Figure 1. Clock routing.
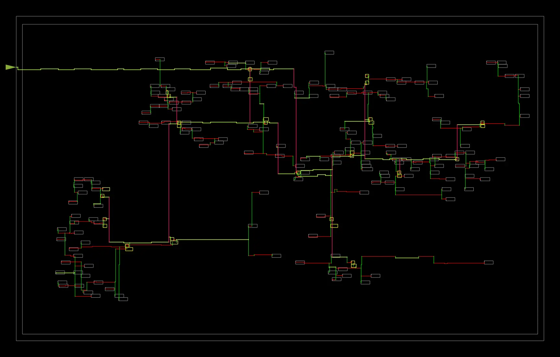
Figure 2. Cells by drive strength.
The bar under the picture is 100 um long.
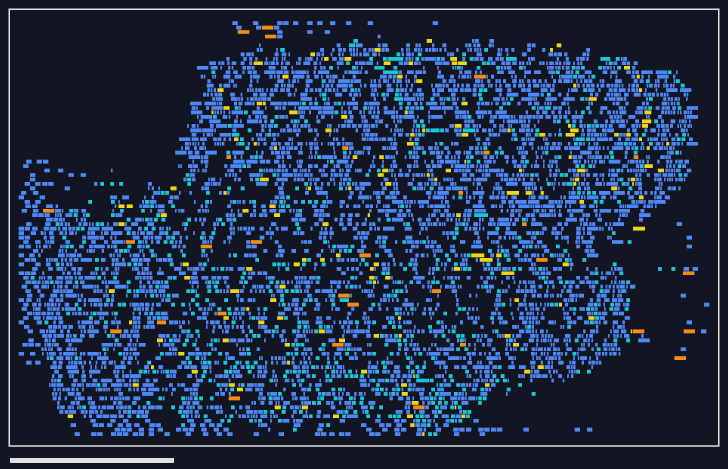
Figure 3. Pin map.
Pins as bars across the die edge, other pins in gray.
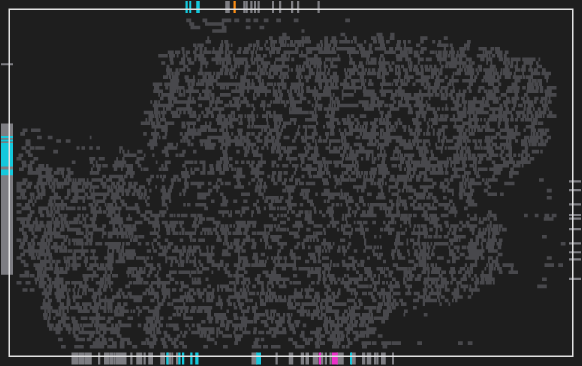
Figure 4. Routed clock nets over the placement.
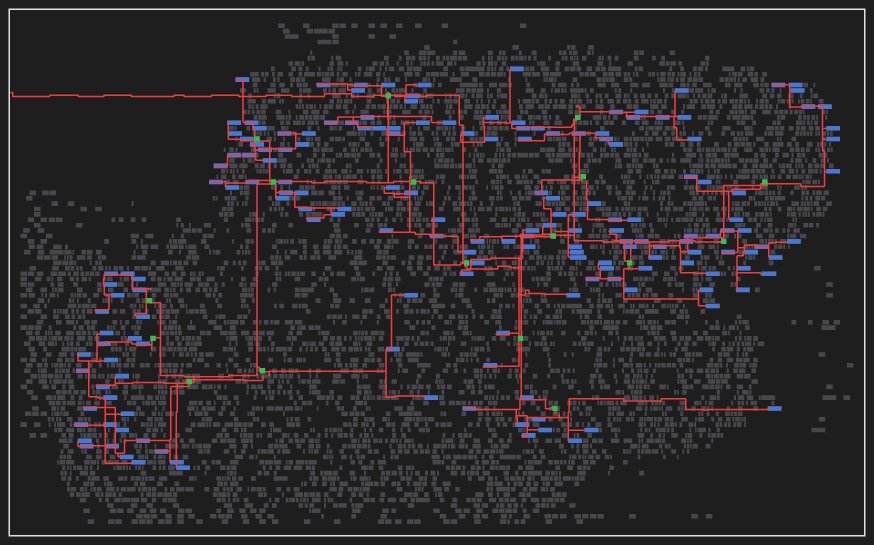
[src/rtl/ysyx_25020047_exu_iter.sv]
// ysyx_25020047_exu_iter: multi-cycle execute unit, single-cycle base ops plus iterative RV32M multiply/divide
module ysyx_25020047_exu_iter #(
   parameter int XLEN = 32,
   parameter int OP_W = 5
) (
   input  logic            clk,
   input  logic            rst,
   input  logic            in_valid,
   output logic            in_ready,
   input  logic [OP_W-1:0] op,
   input  logic [XLEN-1:0] src1,
   input  logic [XLEN-1:0] src2,
   input  logic [XLEN-1:0] imm,
   input  logic [XLEN-1:0] pc,
   input  logic            use_imm,
   output logic            out_valid,
   input  logic            out_ready,
   output logic [XLEN-1:0] result,
   output logic [XLEN-1:0] next_pc,
   output logic            reg_wen,
   output logic            mem_read,
   output logic            mem_write,
   output logic            ebreak,
   output logic            illegal
);
   localparam int SW = $clog2(XLEN);
   localparam int CW = $clog2(XLEN) + 1;
   localparam logic [XLEN-1:0] MIN = {1'b1, {(XLEN-1){1'b0}}};
   typedef enum logic [1:0] {IDLE, BUSY, DONE} state_t;
   state_t state, state_nx;
   logic [CW-1:0] cnt;
   logic [2*XLEN-1:0] p, p_nx, prod;
   logic [XLEN-1:0] b, half, dres, fin;
   logic [2:0] mop;
   logic neg;
   logic [31:0] opc;
   logic [XLEN-1:0] bo, pc4, pci, ea, am, bm, f_res, f_npc;
   logic m_op, is_div, a_sgn, b_sgn, div_z, div_ovf, iter, acc;
   logic lt, ltu, br, taken, f_wen, f_il;
   logic [XLEN:0] m_sum, d_rs, d_diff;
   assign opc = 32'(op);
   assign acc = in_valid & in_ready;
   assign in_ready = (state == IDLE) | (state == DONE & out_ready);
   assign out_valid = state == DONE;
   assign bo = (use_imm && opc <= 9) ? imm : src2;
   assign pc4 = pc + XLEN'(4);
   assign pci = pc + imm;
   assign ea = src1 + imm;
   assign lt = $signed(src1) < $signed(bo);
   assign ltu = src1 < bo;
   assign br = opc >= 14 && opc <= 19;
   assign taken = opc[0] ^ ((opc == 14 || opc == 15) ? src1 == src2 : opc[1] ? ltu : lt);
   assign f_npc = opc == 12 ? pci : opc == 13 ? ea & ~XLEN'(1) : (br && taken) ? pci : pc4;
   assign f_wen = opc <= 13 || opc == 20 || m_op;
   assign f_il = opc == 23 || opc > 31;
   // Signed M ops iterate on magnitudes; neg records how to fix the sign at the end
   assign m_op = opc >= 24 && opc <= 31;
   assign is_div = m_op & opc[2];
   assign a_sgn = m_op & (opc[2:0] == 3'd1 | opc[2:0] == 3'd2 | opc[2:0] == 3'd4 | opc[2:0] == 3'd6) & src1[XLEN-1];
   assign b_sgn = m_op & (opc[2:0] == 3'd1 | opc[2:0] == 3'd4 | opc[2:0] == 3'd6) & src2[XLEN-1];
   assign am = a_sgn ? -src1 : src1;
   assign bm = b_sgn ? -src2 : src2;
   assign div_z = is_div & (src2 == '0);
   assign div_ovf = is_div & !opc[0] & (src1 == MIN) & (&src2);
   assign iter = m_op & !div_z & !div_ovf;
   always_comb begin
      f_res = '0;
      case (opc)
         0: f_res = src1 + bo;
         1: f_res = src1 - bo;
         2: f_res = XLEN'(lt);
         3: f_res = XLEN'(ltu);
         4: f_res = src1 ^ bo;
         5: f_res = src1 | bo;
         6: f_res = src1 & bo;
         7: f_res = src1 << bo[SW-1:0];
         8: f_res = src1 >> bo[SW-1:0];
         9: f_res = $signed(src1) >>> bo[SW-1:0];
         10: f_res = imm;
         11: f_res = pci;
         12, 13: f_res = pc4;
         20, 21: f_res = ea;
         24, 25, 26, 27, 28, 29, 30, 31: f_res = div_z ? (opc[1] ? src1 : '1) : div_ovf ? (opc[1] ? '0 : MIN) : '0;
         default: f_res = '0;
      endcase
   end
   // p holds {acc, multiplier} for multiply and {remainder, quotient} for divide
   assign m_sum = {1'b0, p[2*XLEN-1:XLEN]} + (p[0] ? {1'b0, b} : '0);
   assign d_rs = {p[2*XLEN-1:XLEN], p[XLEN-1]};
   assign d_diff = d_rs - {1'b0, b};
   assign p_nx = mop[2] ? {(d_diff[XLEN] ? d_rs[XLEN-1:0] : d_diff[XLEN-1:0]), p[XLEN-2:0], !d_diff[XLEN]} : {m_sum, p[XLEN-1:1]};
   assign prod = neg ? -p_nx : p_nx;
   assign half = mop[1] ? p_nx[2*XLEN-1:XLEN] : p_nx[XLEN-1:0];
   assign dres = neg ? -half : half;
   assign fin = mop[2] ? dres : mop[1:0] == 2'd0 ? prod[XLEN-1:0] : prod[2*XLEN-1:XLEN];
   always_comb begin
      state_nx = state;
      if (acc) state_nx = iter ? BUSY : DONE;
      else if (state == BUSY) state_nx = cnt == CW'(1) ? DONE : BUSY;
      else if (state == DONE && out_ready) state_nx = IDLE;
   end
   always_ff @(posedge clk) begin
      if (rst) begin
         state <= IDLE;
         cnt <= '0;
         p <= '0;
         b <= '0;
         mop <= '0;
         neg <= 1'b0;
         result <= '0;
         next_pc <= '0;
         reg_wen <= 1'b0;
         mem_read <= 1'b0;
         mem_write <= 1'b0;
         ebreak <= 1'b0;
         illegal <= 1'b0;
      end else begin
         state <= state_nx;
         if (acc) begin
            cnt <= iter ? CW'(XLEN) : '0;
            p <= {{XLEN{1'b0}}, am};
            b <= bm;
            mop <= opc[2:0];
            neg <= opc[2:1] == 2'b11 ? a_sgn : a_sgn ^ b_sgn;
            result <= f_res;
            next_pc <= f_npc;
            reg_wen <= f_wen;
            mem_read <= opc == 20;
            mem_write <= opc == 21;
            ebreak <= opc == 22;
            illegal <= f_il;
         end else if (state == BUSY) begin
            p <= p_nx;
            cnt <= cnt - CW'(1);
            if (cnt == CW'(1)) result <= fin;
         end
      end
   end
endmodule

[config.mk]
export PLATFORM = sky130hd
export DESIGN_NAME = ysyx_25020047_exu_iter
export DESIGN_NICKNAME = d
export VERILOG_FILES = /design/src/rtl/ysyx_25020047_exu_iter.sv
export SDC_FILE = /design/constraint.sdc
export NUM_CORES = 2
export LEC_CHECK = 0
export CAP_MARGIN = 20
export CORE_AREA = 5 5 426 260
export CTS_BUF_LIST = sky130_fd_sc_hd__clkbuf_4
export CTS_CLUSTER_DIAMETER = 150
export DETAILED_ROUTE_END_ITERATION = 12
export DIE_AREA = 0 0 431 265
export RECOVER_POWER = 50
export SLEW_MARGIN = 20
export SYNTH_ARGS = -nofsm -noshare
export SYNTH_HDL_FRONTEND = slang
export SYNTH_SLANG_ARGS = --single-unit
export TNS_END_PERCENT = 30
[constraint.sdc]
create_clock -name clk -period 5.9 [get_ports clk]
set_input_delay 1.18 -clock clk [delete_from_list [all_inputs] [get_ports clk]]
set_output_delay 1.18 -clock clk [all_outputs]
set_load 0.02 [all_outputs]
==> impl_metrics.py <==
# Generated from Yosys and OpenROAD reports
metrics = {
    "critical_path": {
        "reg2reg_to": "result[30]",
        "crit_top_cell": "o31a_1",
        "cp_slowest_cell": "a2111oi_0",
        "critical_path_arrival_ns": 6.44,
        "timing.rr.start": "b[10]",
        "crit_cells": 17,
        "critPathKind": "reg -> reg",
        "crit_required_ns": 6.58,
        "startpoint": "b[10]",
        "r2r_slack_ns": 0.15,
    },
    "yosys": {
        "top_cell_area_share_pct": 11.21,
        "mux_area_share_pct": 5.984,
        "yosys.area.top_type": "dfxtp_1",
        "ys_cells": 4678,
        "synth-xor-area-share_pct": 8.118,
        "synth.distinct_cells": 112,
        "area_leaders": "dfxtp_1, ha_1, a21oi_1, nor2_1, nand2_1",
        "top_logic_kind": "AND-OR/OR-AND gates",
        "syn_area_um2": 31610,
    },
    "route": {
        "dr.pass1.iters": 7,
        "ant_nets": 0,
        "drc": 0,
        "wl_met1_mm": 92.77,
        "highest_layer": "met5",
        "num_vias": 43420,
        "wl_mm": 212.5,
        "wl_met3_mm": 42.51,
    },
    "power": {
        "p_total_mw": 6.766,
        "p_leak_nw": 16.34,
    },
    "worst_hold_path": {
        "hold_path_depth": 2,
        "min_from": "illegal",
        "hold_class": "reg -> reg",
    },
    "global_routing": {
        "met2_usage_pct": 39.90,
        "use_met1_pct": 50.99,
        "grt_pass1_vias": 38020,
        "antenna_found_initial": 14,
        "grt_use_met3_pct": 22.30,
        "grt-ovfl-total": 0,
        "track_usage_pct": 35.15,
        "grt_pass1_wl_mm": 291.2,
    },
    "run_status": {
        "outcome": "finished with violations",
        "violations": "max-capacitance violations, max-slew violations",
    },
    "final_timing": {
        "final_hold_viol_count": 0,
        "fin_crit_ns": 5.754,
        "slew_viol_final": 182,
        "setup_viol": 0,
        "holdWs_ns": 0.4925,
    },
    "floorplanning": {
        "core_um2": 106500,
        "floorplan.core_util_pct": 29.69,
    },
    "cells_and_area": {
        "final_cell_mix": "buf_4, nor2_1, nand2_1, a21oi_1, o21ai_0",
        "fin_nets": 5621,
        "stdcell_count": 6701,
        "drive_gt1_share_pct": 16.52,
    },
    "run": {
        "warnings": 93,
        "maxCapViolations": 4,
    },
    "clock_tree": {
        "insertion_delay_ns": 0.88,
        "ctsLongestPathBuffers": 2,
    },
    "placed_design": {
        "dp.cells": 6651,
    },
}
-- Figure 1 (at the start) --
Num CTS Buffers: 17
Seq cells: 177
TritonCTS Sinks: 177
skew final: 0.08031 ns
clock buf count: 17

-- Figure 2 (at the start) --
_2 cells: in yellow, cells 157, most used mux2_2. _3 and _4 cells: in cyan, cells 682, most used buf_4. _0 and _1 cells: in blue, cells 4391, most used nor2_1. _6 and larger: in orange, cells 30, most used buf_12.
fin worst setup slack: 0.1459 ns
Final Cell Area: 39930 um^2
Signal buffers: 876
area grow syn2layout: 26.30%

-- Figure 3 (at the start) --
src2: in cyan, pins 32, direction input, edge 18 left, 10 bottom, 4 top. op: in magenta, pins 5, direction input, edge bottom. out_valid: in orange, pins 1, direction output, edge top.
All pins by edge: 95 bottom, 86 left, 18 top, 10 right.
IO Port Bufs: 208
Die Wd: 431 um

-- Figure 4 (at the start) --
clock drivers: in green, count 17. clock wires: in red, length 3830 um. flip-flops: in blue, count 177.
There are 18 routed clock nets.

[through the flow]
stage          util (%)  TNS [ns]
2_1_floorplan         -  -0.02275
3_3_place_gp      37.13    -1.455
3_5_place_dp      37.13    -3.789
4_1_cts           37.43         0
5_1_grt           37.47  -0.08993
6_report          37.50         0
[flip-flops by register name (all words and copies together) (netlist names), 2 cells and up]
register,cells
b,32
cnt,6
mop,3
next_pc,32
p,64
result,32
state,2
[timing repair]
action                     in CTS  in global routing
setup buffers                   1                  1
gates resized                   3                 12
setup endpoints to repair       3                 12
pin swaps                       0                  4
[synth_stat cells (all sizes together) (36+ instances only)]
cell and instances:
a211oi 163, a21o 71, a21oi 449, a221oi 43
a31oi 66, and2 62, and3 36, buf 87
clkbuf 239, dfxtp 177, ha 231, inv 176
mux2 50, mux2i 126, nand2 462, nand2b 41
nand3 96, nand4 54, nor2 513, nor2b 37
nor3 129, nor4 50, o211ai 75, o21a 37
o21ai 331, o22ai 37, o31ai 43, or3 56
xnor2 195, xor2 98
[cells by family (layout without fill, tap and decap cells)]
| family | count (synthesis) | after routing |
|---|---|---|
| AOI/OAI and AO/OA | 1666 | 1666 |
| DFF | 177 | 177 |
| buffers and inverters | 504 | 1086 |
| and+or+nand+nor | 1623 | 1623 |
| other | 0 | 16 |
| muxes | 179 | 179 |
| xor gates and xnor gates | 293 | 293 |
| adders and majority gates | 236 | 236 |
[cell type report]
cell class	count	area [um^2]
Clock buffer	17	127.6
Tap cell	1425	1783
Multi-Input combinational cell	3997	26290
Clock inverter	15	163.9
Antenna cell	16	40.04
Timing Repair Buffer	876	7302
Inverter	178	668.1
Sequential cell	177	3550
Fill cell	11390	66540
[power by group]
group	internal [mW]	leakage, nW	switching, mW
logic	1.62	14.7	2.85
clock network	0.195	0.154	0.673
registers	1.29	1.45	0.146
Power is estimated from default activity; no workload was simulated.
